==> images/gates.png <==
Bar = 10 um.
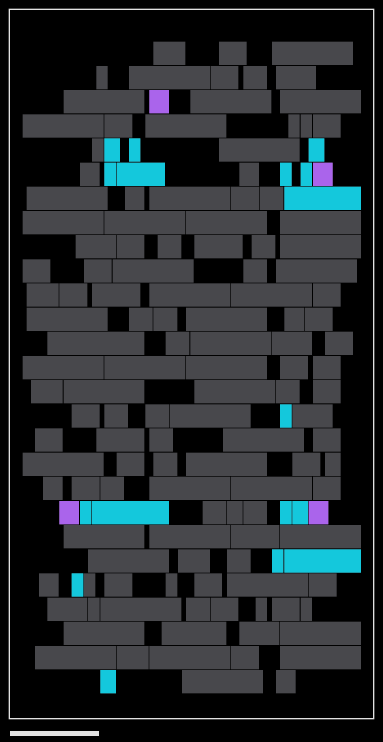
==> images/pinout.png <==
Pins as bars across the die edge, other pins in gray.
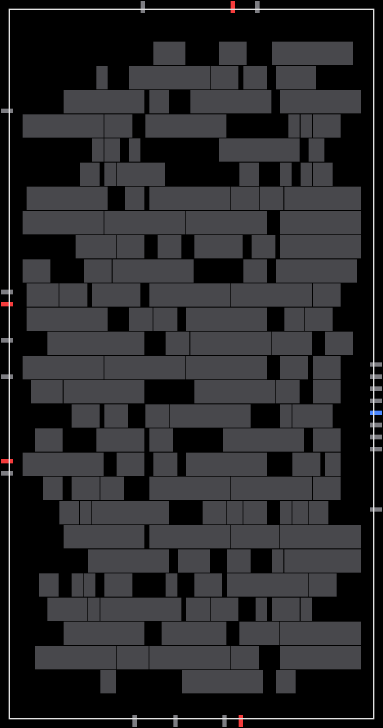
==> images/ff_map.png <==
Bar = 10 um.
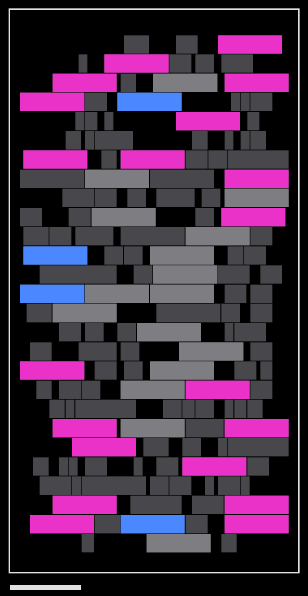
<file path="config.mk">
export PLATFORM = sky130hd
export DESIGN_NAME = input_conditioner
export DESIGN_NICKNAME = d
export VERILOG_FILES = /design/src/rtl/input_conditioner.sv
export SDC_FILE = /design/constraint.sdc
export NUM_CORES = 1
export LEC_CHECK = 0
export CAP_MARGIN = 40
export CORE_ASPECT_RATIO = 2
export CORE_UTILIZATION = 52
export CTS_BUF_LIST = sky130_fd_sc_hd__clkbuf_16
export CTS_CLUSTER_DIAMETER = 120
export CTS_CLUSTER_SIZE = 25
export DETAILED_ROUTE_END_ITERATION = 12
export PLACE_DENSITY_LB_ADDON = 0.08
export SLEW_MARGIN = 5
export SYNTH_ARGS = -nofsm -noshare
export SYNTH_HDL_FRONTEND = slang
export SYNTH_SLANG_ARGS = --single-unit
</file>
<file path="constraint.sdc">
create_clock -name clk -period 1.6 [get_ports clk]
set_clock_uncertainty 0.15 [all_clocks]
set_input_delay 0.32 -clock clk [delete_from_list [all_inputs] [get_ports clk]]
set_output_delay 0.32 -clock clk [all_outputs]
set_load 0.01 [all_outputs]
</file>
<file path="src/rtl/input_conditioner.sv">
// Multi-channel input conditioner for asynchronous board inputs.
// Each channel passes through a STAGES-deep synchronizer, a debounce filter
// that accepts a new level only after it has persisted DEBOUNCE_CYCLES
// consecutive cycles, and a registered rise/fall pulse detector.
module input_conditioner #(
    parameter int                WIDTH           = 4,
    parameter int                STAGES          = 2,
    parameter int                DEBOUNCE_CYCLES = 16,
    parameter logic [WIDTH-1:0]  RESET_VAL       = '0
) (
    input  logic             clk,
    input  logic             reset,
    input  logic [WIDTH-1:0] async_in,
    output logic [WIDTH-1:0] sync_out,
    output logic [WIDTH-1:0] stable_out,
    output logic [WIDTH-1:0] rise_pulse,
    output logic [WIDTH-1:0] fall_pulse,
    output logic             any_change
);

    localparam int CNT_W = $clog2(DEBOUNCE_CYCLES + 1);
    localparam logic [CNT_W-1:0] CNT_LAST = CNT_W'(DEBOUNCE_CYCLES - 1);

    // Reject illegal configurations at elaboration time.
    if (STAGES < 2) begin : g_bad_stages
        $error("input_conditioner: STAGES must be >= 2");
    end
    if (DEBOUNCE_CYCLES < 1) begin : g_bad_debounce
        $error("input_conditioner: DEBOUNCE_CYCLES must be >= 1");
    end

    logic [WIDTH-1:0] stage [STAGES];
    logic [CNT_W-1:0] cnt   [WIDTH];

    // Synchronizer shift chain; the last stage is the undebounced output.
    always_ff @(posedge clk or posedge reset) begin
        if (reset) begin
            for (int k = 0; k < STAGES; k++) begin
                stage[k] <= RESET_VAL;
            end
        end else begin
            stage[0] <= async_in;
            for (int k = 1; k < STAGES; k++) begin
                stage[k] <= stage[k-1];
            end
        end
    end

    assign sync_out = stage[STAGES-1];

    // Per-channel debounce: count consecutive disagreeing cycles, accept the
    // new level on the last one and emit a one-cycle edge pulse on the same edge.
    // Any agreeing cycle restarts the count, so the counter never exceeds
    // DEBOUNCE_CYCLES-1 and cannot wrap.
    always_ff @(posedge clk or posedge reset) begin
        if (reset) begin
            for (int i = 0; i < WIDTH; i++) begin
                cnt[i] <= '0;
            end
            stable_out <= RESET_VAL;
            rise_pulse <= '0;
            fall_pulse <= '0;
        end else begin
            for (int i = 0; i < WIDTH; i++) begin
                rise_pulse[i] <= 1'b0;
                fall_pulse[i] <= 1'b0;
                if (sync_out[i] == stable_out[i]) begin
                    cnt[i] <= '0;
                end else if (cnt[i] == CNT_LAST) begin
                    stable_out[i] <= sync_out[i];
                    cnt[i]        <= '0;
                    rise_pulse[i] <= sync_out[i];
                    fall_pulse[i] <= ~sync_out[i];
                end else begin
                    cnt[i] <= cnt[i] + 1'b1;
                end
            end
        end
    end

    // Summary flag over the registered pulses of all channels.
    assign any_change = |(rise_pulse | fall_pulse);

endmodule

</file>
==> impl.org <==
* Implementation run

** Setup path
- Per the timing report, the most critical flop-to-flop path originates at cnt[10]$_DFF_PP0_.
- The worst setup path is captured at a primary output.
- According to the timing report, the critical path is captured at any_change.
- Series of cell instances along the critical path :: nor4_2 > nand2_1 > buf_2
- Depth of the critical timing path with buffers and inverters included :: 3
- In the setup report, the worst path falls into the class flip-flop to primary output.
- Crit path largest cell delay :: 0.39 ns
- Worst EP required :: 1.13 ns

** Drt
- Total vias in the final route :: 933
- The count of nets left with antenna violations once routing finished came out at 0.
- Per the detailed-route log, wirelength across all metal layers totals 2480 um.
- Summed over all nets, wire length on met2 after detailed routing comes to 1340 um.
- Detailed route wirelength on metal3 :: 101 um
- The highest metal layer carrying signal wires in the routed design is met4.

** Power and ir drop
- The worst VDD IR drop from the latest analysis is 1.25 mV.
- Per report_power, the clock group accounts for 48.1% of the total.
- For this design the total switching power over the nets is 457 uW.
- The leakage power in the latest report is 1.20 nW.
- Of the total power, registers draw 46.9%.
- In the power breakdown, the internal column shows 1.83 mW.

** Clock network
- Clock Path Buffers :: 2
- Sinks on the clock net :: 40
- TritonCTS built the clock tree.
- For reference, the clock transition at the flip-flops on the worst setup and hold paths is 0.06 ns.
- Per the skew report, the later register of the worst-skew pair sees a clock latency of 0.27 ns.
- Maximum level of the CTS H-tree :: 2

** Synth
- The synthesis report lists the most area-consuming cells as sky130_fd_sc_hd__dfrtp_1 (64%), sky130_fd_sc_hd__xor2_1 (6.7%), sky130_fd_sc_hd__nand4b_4 (4.5%), sky130_fd_sc_hd__mux2_4 (3.8%), sky130_fd_sc_hd__nor3b_1 (3.8%).
- Cell type with the largest total area after synthesis :: sky130_fd_sc_hd__dfrtp_1
- Per the Yosys statistics, synthesis produced 112 cells.
- Number of warnings issued by yosys :: 0
- Most frequently used cell type in the post-synthesis netlist :: sky130_fd_sc_hd__dfrtp_1
- The gate-level netlist out of Yosys references 17 unique cell types.
- Synthesis produced a netlist whose cell count is 112.
- Synth Seq Share :: 63.8%
- The post-synth count of flops with an enable pin is 0.
- Per the synth log, the flip-flop and latch total comes to 40.

** Global route
- Global-route track usage on met3 :: 5.85%
- Global routing put the most usage on met2.
- Met1 Track Usage GR :: 20.0%

** Min path
- Instance count along the most critical hold path :: 0
- According to the hold report, the worst path is of the flip-flop to flip-flop type.

** Floorplan
- According to the floorplan report, the total die area is 3250 sq um.
- Share of the core filled by cells before placement :: 56.0%
- After floorplanning, the core was divided into 27 placement rows.
- Well-tap cell count :: 29

** Outcome
- Violated checks :: setup timing
- Result of the run :: finished with violations

** Layout
- Antenna diode instance count :: 0
- In the final layout, clock buffers and inverters account for 8.26% of the cell area.
- Filler Cell Count :: 188
- # nets final :: 156
- Counting the clock-network buffers in the layout gives 5.
- Fraction of area in non-clock buffers :: 13.6%
- Number of flip-flops and latches :: 40
- Buffers, non-clock :: 31

** Placed design
- The placed instances occupy a cell area of 1840 sq um.
- Final weighted congestion of routability-driven global placement :: 0.593
- Counting tap cells, the placed design contains a total of 163 instances.

** Timing
- Worst hold-check slack :: 0.197 ns
- Final setup margin :: -0.0297 ns
- Looking at the max-slew report, the worst-margin pin has a slew of 0.280 ns.
- Unrepaired setup endpoints after global routing :: true
- Final-layout setup total negative slack :: -0.0297 ns
- Fin. Hold Viols :: 0
- Dividing the final minimum period by the clock period gives 102%.
- In the final report, the number of endpoints failing setup comes to 1.
## Picture notes: gates.png
aoi and oai cells: shown in purple, cells 4, most used a31oi_1. nand cells: shown in cyan, cells 17, most used nand2_1.
final non-filler cell total: 176
logic share of the area: 26.9%

## Picture notes: pinout.png
any_change: shown in blue, pins 1, direction output, edge east. sync_out: shown in red, pins 4, direction output, edge 2 west, 1 north, 1 south.
height of the die: 79.7 um
floorplan die width: 40.8 um
IO Port Bufs: 22

## Picture notes: ff_map.png
cnt: shown in magenta, placed flops 20, where widely spread. stage: shown in blue, placed flops 4.
Another 16 sequential cells are not colored.
fraction of area in registers: 49.3%
final standard cell utilization of the core: 72.4%
Sequential Power: 1.07 mW
sequential cell area: 1000 sq um

power groups by stage:
stage                     clock network [mW]  registers (mW)  logic (mW)
after floorplan                            0            1.09      0.0697
after detailed placement                   0            1.10       0.111
after CTS                               1.13            1.08       0.117
after global placement                     0            1.09       0.105
final                                   1.10            1.07       0.113
after global routing                    1.17            1.08       0.129
cell families (layout without fill, tap and decap cells):
kind of cell,after synthesis,count (layout),synth area share (%)
XOR/XNOR,12,12,6.70
flip-flops,40,40,63.8
AND-OR/OR-AND,4,4,1.59
adder cells (fa/ha/maj),4,4,3.19
multiplexers,4,4,3.83
buffers and inverters,5,40,2.15
AND/OR/NAND/NOR,43,43,18.7
registers in the layout, summed over array words and instances (netlist names):
register,cells
cnt,20
fall_pulse,4
rise_pulse,4
stable_out,4
stage,4
sync_out,4
Power figures rest on the tool's default switching activity, not on a simulated workload.
